run_1/layer_met2.png
(6 px per um) Cells faint in the background.
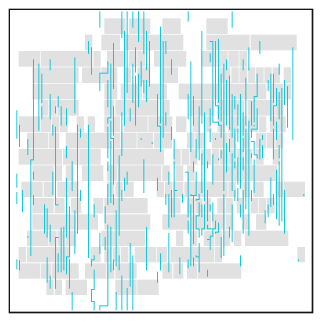
run_1/io_placement.png
(8 px per um) Pins as bars across the die edge, other pins in grey.
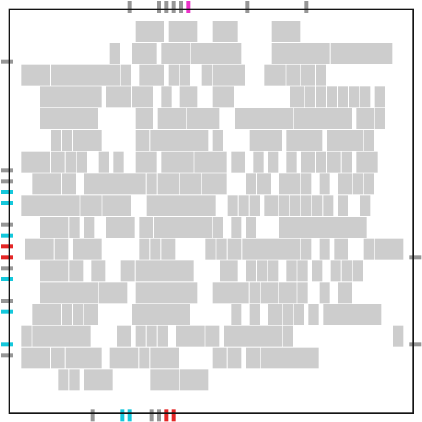
run_1/layer_met1.png
(8 px per um) Supply wires on this layer in grey.
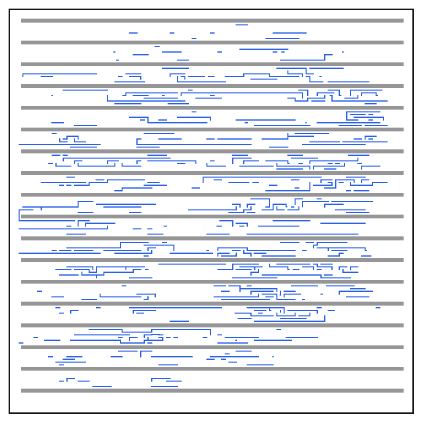
## config.mk

```make
export PLATFORM = sky130hd
export DESIGN_NAME = default_slave_wr
export DESIGN_NICKNAME = d
export VERILOG_FILES = /design/src/rtl/default_slave_wr.sv
export SDC_FILE = /design/constraint.sdc
export NUM_CORES = 1
export LEC_CHECK = 0
export ABC_AREA = 1
export CORE_UTILIZATION = 45
export CTS_CLUSTER_DIAMETER = 100
export DETAILED_ROUTE_END_ITERATION = 7
export GPL_ROUTABILITY_DRIVEN = 0
export HOLD_SLACK_MARGIN = 0.08
export PLACE_DENSITY = 0.74
export SETUP_SLACK_MARGIN = 0.1
export SKIP_LAST_GASP = 1
export SLEW_MARGIN = 20
export SYNTH_ARGS = -nofsm -noshare
export SYNTH_HDL_FRONTEND = slang
export SYNTH_SLANG_ARGS = --single-unit
```

## constraint.sdc

```tcl
create_clock -name ACLK -period 2 [get_ports ACLK]
set_clock_uncertainty 0.2 [all_clocks]
set_input_delay 0.5 -clock ACLK [delete_from_list [all_inputs] [get_ports ACLK]]
set_output_delay 0.5 -clock ACLK [all_outputs]
set_load 0.005 [all_outputs]
```

## src/rtl/default_slave_wr.sv

```systemverilog
// Default (decode-miss) write slave: accepts any AW/W burst, discards the data
// and answers with DECERR, flagging bursts whose beat count differs from AWLEN+1.
module default_slave_wr (
    input  logic       ACLK,
    input  logic       ARESET,
    input  logic [7:0] AWID_SD,
    input  logic [3:0] AWLEN_SD,
    input  logic       AWVALID_SD,
    output logic       AWREADY_SD,
    input  logic       WLAST_SD,
    input  logic       WVALID_SD,
    output logic       WREADY_SD,
    output logic [7:0] BID_SD,
    output logic [1:0] BRESP_SD,
    output logic       BVALID_SD,
    input  logic       BREADY_SD,
    output logic       LEN_ERR_SD
);

    localparam int unsigned ID_W   = 8;
    localparam int unsigned LEN_W  = 4;
    localparam int unsigned CNT_W  = 5;
    localparam int unsigned CMP_W  = CNT_W + 1;
    localparam logic [CNT_W-1:0] CNT_MAX = '1;
    localparam logic [1:0] RESP_DECERR = 2'b11;

    typedef enum logic [1:0] {
        IDLE = 2'b00,
        DATA = 2'b01,
        RESP = 2'b10
    } state_t;

    state_t             state_q, state_d;
    logic [ID_W-1:0]    id_q, id_d;
    logic [LEN_W-1:0]   len_q, len_d;
    logic [CNT_W-1:0]   cnt_q, cnt_d;
    logic               len_err_q, len_err_d;

    // State and transaction context registers
    always_ff @(posedge ACLK) begin
        if (ARESET) begin
            state_q   <= IDLE;
            id_q      <= '0;
            len_q     <= '0;
            cnt_q     <= '0;
            len_err_q <= 1'b0;
        end else begin
            state_q   <= state_d;
            id_q      <= id_d;
            len_q     <= len_d;
            cnt_q     <= cnt_d;
            len_err_q <= len_err_d;
        end
    end

    // Next-state and context update
    always_comb begin
        state_d   = state_q;
        id_d      = id_q;
        len_d     = len_q;
        cnt_d     = cnt_q;
        len_err_d = 1'b0;
        case (state_q)
            IDLE: begin
                if (AWVALID_SD) begin
                    id_d    = AWID_SD;
                    len_d   = AWLEN_SD;
                    cnt_d   = '0;
                    state_d = DATA;
                end
            end
            DATA: begin
                if (WVALID_SD) begin
                    if (cnt_q != CNT_MAX) begin
                        cnt_d = cnt_q + CNT_W'(1);
                    end
                    if (WLAST_SD) begin
                        // Beats seen including this one vs. the announced burst length
                        len_err_d = (CMP_W'(cnt_q) + CMP_W'(1)) != (CMP_W'(len_q) + CMP_W'(1));
                        state_d   = RESP;
                    end
                end
            end
            RESP: begin
                if (BREADY_SD) begin
                    state_d = IDLE;
                end
            end
            default: begin
                state_d = IDLE;
            end
        endcase
    end

    assign AWREADY_SD = (state_q == IDLE);
    assign WREADY_SD  = (state_q == DATA);
    assign BVALID_SD  = (state_q == RESP);
    assign BID_SD     = id_q;
    assign BRESP_SD   = RESP_DECERR;
    assign LEN_ERR_SD = len_err_q;

endmodule
```

==> impl_results.html, run 1 <==
<h2>Synthesis and place &amp; route</h2>
<table>
<tr><th>Metric</th><th>Value</th></tr>
<tr><th colspan="2">Outcome</th></tr>
<tr><td>Result of the run</td><td>finished, final reports clean</td></tr>
<tr><th colspan="2">Place</th></tr>
<tr><td>Post-detail-place hpwl</td><td>1820 um</td></tr>
<tr><td>Port Buf Inserts</td><td>29</td></tr>
<tr><th colspan="2">Global routing</th></tr>
<tr><td>Vias in the first global route</td><td>1050</td></tr>
<tr><td>GRT Resource Usage Total</td><td>0.217</td></tr>
<tr><td>Global-route wire length before repair</td><td>4240 um</td></tr>
<tr><th colspan="2">Timing</th></tr>
<tr><td>Minimum period implied by the final worst setup slack</td><td>1.85 ns</td></tr>
<tr><td>Final worst-path cycle share</td><td>0.925</td></tr>
<tr><td>Maximum clock frequency</td><td>0.541 GHz</td></tr>
<tr><th colspan="2">Worst hold path</th></tr>
<tr><td>Worst Hold Depth</td><td>2</td></tr>
<tr><th colspan="2">Route</th></tr>
<tr><td>Mean number of vias per cell</td><td>~5</td></tr>
<tr><td>Number of iterations in the first detailed-routing pass</td><td>4</td></tr>
<tr><th colspan="2">Critical path</th></tr>
<tr><td>Worst path cell trace</td><td>clkdlybuf4s50_1</td></tr>
<tr><td>Crit start category</td><td>flop</td></tr>
<tr><td>Category of the most critical setup path</td><td>flop to primary output</td></tr>
<tr><td>FF-to-FF End</td><td>cnt_q[3]$_SDFFE_PP0P_</td></tr>
<tr><td>Launch point of the worst reg-to-reg path</td><td>cnt_q[1]$_SDFFE_PP0P_</td></tr>
<tr><th colspan="2">CTS</th></tr>
<tr><td>Clk root buf</td><td>sky130_fd_sc_hd__clkbuf_4</td></tr>
<tr><th colspan="2">Cells and area</th></tr>
<tr><td>Area delta synth-&gt;final</td><td>41.1%</td></tr>
<tr><th colspan="2">Floorplan</th></tr>
<tr><td>Count of boundary I/O pins</td><td>32</td></tr>
<tr><td>Core Footprint</td><td>0.00221 mm^2</td></tr>
<tr><td>Floorplan die height</td><td>between 50 and 60 um</td></tr>
<tr><th colspan="2">Synthesis</th></tr>
<tr><td>Post-synth tally of flip-flops with integrated enable</td><td>0</td></tr>
<tr><td>Post-Synthesis Cells</td><td>153</td></tr>
<tr><td>Yosys synthesis chip area</td><td>roughly 0.0010 mm^2</td></tr>
<tr><th colspan="2">Power</th></tr>
<tr><td>Cell internal pwr</td><td>between 700 and 800 uW</td></tr>
<tr><td>Standby leakage power</td><td>0.000678 uW</td></tr>
<tr><td>Switch share</td><td>0.263</td></tr>
</table>
About layer_met2.png:
The layer carries 1200 um of wire. The wires run mostly vertical. 166 nets have wire on it.
global-route track usage on met2: 0.382
sum of routed wire length over all layers: 2410 um
via count: 1078

About io_placement.png:
Magenta is BVALID_SD, pins 1, direction output, edge top. Cyan is AWID_SD, pins 8, direction input, edge 6 left, 2 bottom. Red is AWLEN_SD, pins 4, direction input, edge 2 left, 2 bottom.
All pins by edge: 15 left, 8 top, 7 bottom, 2 right.

About layer_met1.png:
The layer carries 1050 um of wire. The layer holds 43% of the routed length. The wires run mostly horizontal. 197 nets have wire on it.
GR met1 Demand/Resource: 0.250

run 1: layout make-up:
type,instances,area share
flip-flops and latches,20,0.279
repair buffers,36,0.239
well taps,28,0.0236
clock buffers,3,0.0152
inverters,21,0.0532
multi-input cells,109,0.370
clock inverters,1,0.0203
run 1: cell usage in the layout, fill, tap and decap left out, drive strengths merged:
cell type | synthesis | final
nand3 | 6 | 6
bufinv | 0 | 1
ha | 3 | 3
o21ai | 14 | 14
dfxtp | 20 | 20
buf | 3 | 7
nand2 | 36 | 36
o41ai | 1 | 1
nand4 | 5 | 5
clkbuf | 1 | 3
nor2 | 31 | 31
conb | 1 | 2
nor3 | 1 | 1
inv | 20 | 20
a21oi | 10 | 10
dlygate4sd2 | 0 | 3
dlymetal6s2s | 0 | 1
clkinv | 1 | 1
clkdlybuf4s50 | 0 | 25
run 1: routing by layer:
layer  GRT usage  share of wire  up-vias
met5           0              0        -
met4      0.0556         0.0058        0
met3      0.0727          0.061        2
met2       0.382           0.50       34
met1       0.250           0.43      481
li1            -              -      561
run 1: power groups by stage:
stage,Sequential [uW],Combinational (uW),Clock (uW)
6_report,457,243,326
5_1_grt,462,272,349
4_1_cts,455,244,334
3_5_place_dp,465,244,0
3_3_place_gp,463,235,0
2_1_floorplan,464,131,0
run 1: worst max path at each step:
| stage | startpoint | cells past startpoint | end | slack (ns) |
|---|---|---|---|---|
| 4_1_cts | BID_SD[7]$_SDFFE_PP0P_ | 1 | BID_SD[7] | 0.12 |
| 5_1_grt | cnt_q[1]$_SDFFE_PP0P_ | 9 | cnt_q[1]$_SDFFE_PP0P_ | 0.08 |
| 6_report | BID_SD[0]$_SDFFE_PP0P_ | 1 | BID_SD[0] | 0.15 |
| 3_5_place_dp | AWVALID_SD | 7 | cnt_q[3]$_SDFFE_PP0P_ | 0.07 |
| 3_3_place_gp | AWVALID_SD | 7 | cnt_q[3]$_SDFFE_PP0P_ | 0.16 |
| 2_1_floorplan | cnt_q[0]$_SDFFE_PP0P_ | 9 | cnt_q[3]$_SDFFE_PP0P_ | 0.29 |
run 1: flip-flops by register name (all words and copies together), names as in the netlist:
signal and flops:
BID_SD 8, cnt_q 5, len_q 4, state_q 2, LEN_ERR_SD 1
run 1: cells by family after synthesis:
kind of cell,after synthesis,synth area share
adder cells (fa/ha/maj),3,0.0358
other,1,0.00357
AND-OR/OR-AND,25,0.123
flip-flops,20,0.381
AND/OR/NAND/NOR,79,0.353
buffers and inverters,25,0.104
run 1: per-stage QoR:
stage | hold WS (ns) | std cells | area, um^2
3_3_place_gp | 0.265 | 213 | 1410
6_report | 0.290 | 218 | 1480
4_1_cts | 0.300 | 218 | 1470
2_1_floorplan | 0.257 | 154 | 1050
5_1_grt | 0.312 | 218 | 1480
3_5_place_dp | 0.276 | 213 | 1410
run 1: repair_timing:
action | CTS | global route
resized | 7 | 6
setup endpoints to repair | 3 | 10
buffers inserted | 1 | 0
==> inputs of run 2 (changes only) <==
Settings changed: PLACE_DENSITY 0.74 to 0.77.
==> run 2 against run 1 <==
Flip-flop count is the same. Synthesized cell count is the same. Clock-buffer cell count stayed put. Fmax decreased by 0.46%. Critical path depth stayed put. Core utilization decreased by 0.68 points. Register-to-register slack gained 0.04 ns. Cell count stayed put. Area after synthesis is the same. First-iteration DRC count rose by 18%. Global-route usage shrank 0.23 points. Power down 13%. Largest cell class unchanged. Highest routed layer unchanged.
==> impl_results.html, run 2 <==
<h2>Synthesis and place &amp; route</h2>
<table>
<tr><th>Metric</th><th>Value</th></tr>
<tr><th colspan="2">Outcome</th></tr>
<tr><td>Result of the run</td><td>finished, final reports clean</td></tr>
<tr><th colspan="2">Power</th></tr>
<tr><td>Switch share</td><td>0.299</td></tr>
<tr><td>Cell internal pwr</td><td>626 uW</td></tr>
<tr><td>Clk pwr share</td><td>0.211</td></tr>
<tr><td>Standby leakage power</td><td>roughly 0.00066 uW</td></tr>
<tr><th colspan="2">Critical path</th></tr>
<tr><td>FF-to-FF End</td><td>LEN_ERR_SD$_SDFF_PP0_</td></tr>
<tr><td>Launching element of the worst setup path</td><td>BID_SD[4]$_SDFFE_PP0P_</td></tr>
<tr><td>Stages on the worst setup path</td><td>1</td></tr>
<tr><td>Crit start category</td><td>flop</td></tr>
<tr><td>Timing endpoint of the critical path</td><td>BID_SD[4]</td></tr>
<tr><td>Category of the most critical setup path</td><td>flop to primary output</td></tr>
<tr><td>Worst path cell trace</td><td>clkdlybuf4s50_1</td></tr>
<tr><th colspan="2">Place</th></tr>
<tr><td>Post-detail-place hpwl</td><td>1890 um</td></tr>
<tr><td>Port Buf Inserts</td><td>29</td></tr>
<tr><th colspan="2">Worst hold path</th></tr>
<tr><td>Worst Hold Depth</td><td>2</td></tr>
<tr><th colspan="2">Floorplan</th></tr>
<tr><td>Chip area</td><td>roughly 0.0025 mm^2</td></tr>
<tr><td>Count of boundary I/O pins</td><td>32</td></tr>
<tr><td>Floorplan die height</td><td>50.3 um</td></tr>
<tr><td>Core Footprint</td><td>0.00221 mm^2</td></tr>
<tr><th colspan="2">Cells and area</th></tr>
<tr><td>Area delta synth-&gt;final</td><td>39.7%</td></tr>
<tr><td>Most used cells in the layout excluding fill and tap cells</td><td>33 x sky130_fd_sc_hd__nand2_1, 28 x sky130_fd_sc_hd__nor2_1, 25 x sky130_fd_sc_hd__clkdlybuf4s50_1</td></tr>
<tr><td>Number of flip-flops in the largest register</td><td>8</td></tr>
<tr><td>Highest-count logic cell in the final layout</td><td>sky130_fd_sc_hd__nand2_1</td></tr>
<tr><th colspan="2">Timing</th></tr>
<tr><td>Maximum clock frequency</td><td>~0.54 GHz</td></tr>
<tr><td>Minimum period implied by the final worst setup slack</td><td>roughly 1.9 ns</td></tr>
<tr><th colspan="2">Route</th></tr>
<tr><td>Number of iterations in the first detailed-routing pass</td><td>4</td></tr>
<tr><td>Mean number of vias per cell</td><td>~4.9</td></tr>
<tr><th colspan="2">Synthesis</th></tr>
<tr><td>Post-Synthesis Cells</td><td>153</td></tr>
<tr><td>Netlist Area Pre-Place</td><td>0.00105 mm^2</td></tr>
<tr><td>Post-synth tally of flip-flops with integrated enable</td><td>0</td></tr>
<tr><th colspan="2">Global routing</th></tr>
<tr><td>Most Used Layer, Global Route</td><td>met2</td></tr>
<tr><td>GRT Resource Usage Total</td><td>0.215</td></tr>
<tr><td>Global-route wire length before repair</td><td>4140 um</td></tr>
<tr><td>Global-route track usage on met2</td><td>0.360</td></tr>
<tr><td>GR met1 Demand/Resource</td><td>0.270</td></tr>
</table>
[run 2: cell counts after synthesis]
No cell type changed its count.
[run 2: area by class of cell]
| class | count | area share |
|---|---|---|
| Tap cell | 28 | 0.0239 |
| Clock buffer | 3 | 0.0154 |
| Timing Repair Buffer | 37 | 0.247 |
| Sequential cell | 20 | 0.282 |
| Inverter | 21 | 0.0538 |
| Multi-Input combinational cell | 109 | 0.378 |
[run 2: how the worst min path moves through the flow]
stage                      startpoint                endpoint
2_1_floorplan   cnt_q[4]$_SDFFE_PP0P_   cnt_q[4]$_SDFFE_PP0P_
3_3_place_gp   BID_SD[7]$_SDFFE_PP0P_  BID_SD[7]$_SDFFE_PP0P_
3_5_place_dp   BID_SD[7]$_SDFFE_PP0P_  BID_SD[7]$_SDFFE_PP0P_
4_1_cts        BID_SD[3]$_SDFFE_PP0P_  BID_SD[3]$_SDFFE_PP0P_
5_1_grt         cnt_q[3]$_SDFFE_PP0P_   cnt_q[3]$_SDFFE_PP0P_
6_report       BID_SD[1]$_SDFFE_PP0P_  BID_SD[1]$_SDFFE_PP0P_
[run 2: power groups by stage]
stage	Combinational [uW]	Clock, uW	Sequential, uW
6_report	249	189	456
5_1_grt	279	211	460
4_1_cts	245	195	455
3_5_place_dp	244	0	465
3_3_place_gp	236	0	463
2_1_floorplan	131	0	464
[run 2: stage by stage]
| step | std cells | cell area, um^2 | hold slack, ns | util | power [uW] |
|---|---|---|---|---|---|
| after detailed placement | 213 | 1410 | 0.280 | 0.636 | 709 |
| final | 218 | 1470 | 0.301 | 0.663 | 893 |
| after global placement | 213 | 1410 | 0.264 | 0.636 | 699 |
| after floorplan | 154 | 1050 | 0.257 | - | 594 |
| after global routing | 218 | 1470 | 0.325 | 0.663 | 951 |
| after CTS | 217 | 1440 | 0.303 | 0.651 | 895 |
[run 2: kinds of logic (layout without fill, tap and decap cells)]
group | Yosys count | in the layout | synth area share
buffers and inverters | 25 | 61 | 0.104
flip-flops | 20 | 20 | 0.381
adder cells (fa/ha/maj) | 3 | 3 | 0.0358
AND/OR/NAND/NOR | 79 | 79 | 0.353
other | 1 | 2 | 0.00357
AND-OR/OR-AND | 25 | 25 | 0.123
[run 2: what timing repair did]
item | 4_1_cts | 5_1_grt
setup buffers | 1 | 1
gates resized | 7 | 8
endpoints found under the setup margin | 3 | 11
pin swaps | 0 | 3
[run 2: routing by layer]
layer / vias up / part of all wire
met1: 485 / 0.46
met2: 27 / 0.49
li1: 560 / -
met4: 0 / 0.011
met5: - / 0
met3: 4 / 0.038
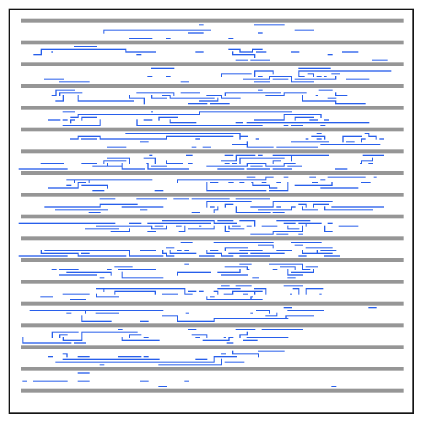
run_2/layer_met1.png
(8 px per um) Supply wires on this layer in grey.
The wires run mostly horizontal. 188 nets have wire on it. The layer carries 1110 um of wire.

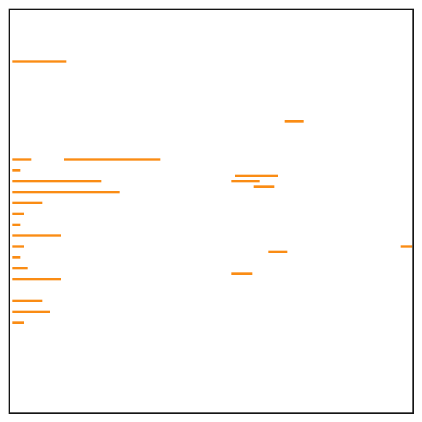
run_2/layer_met3.png
(8 px per um)
The layer holds 3.8% of the routed length. 22 nets have wire on it.
via count: 1076
GRT met3 Usage: 0.0394
sum of routed wire length over all layers: 2440 um

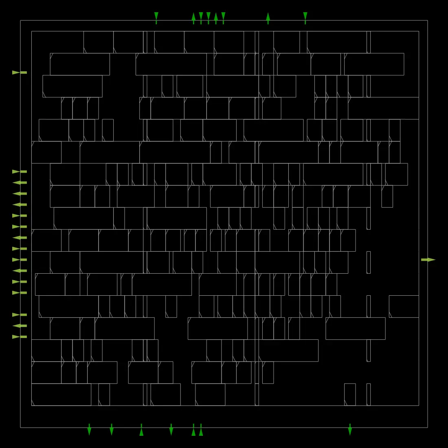
run_2/placement.png
register share of the cell area: 0.282
Final Util: 0.663
flop count: 20
number of placement rows: 17
tally of filler cells in the layout: 212

Power and IR drop assume default switching activity.
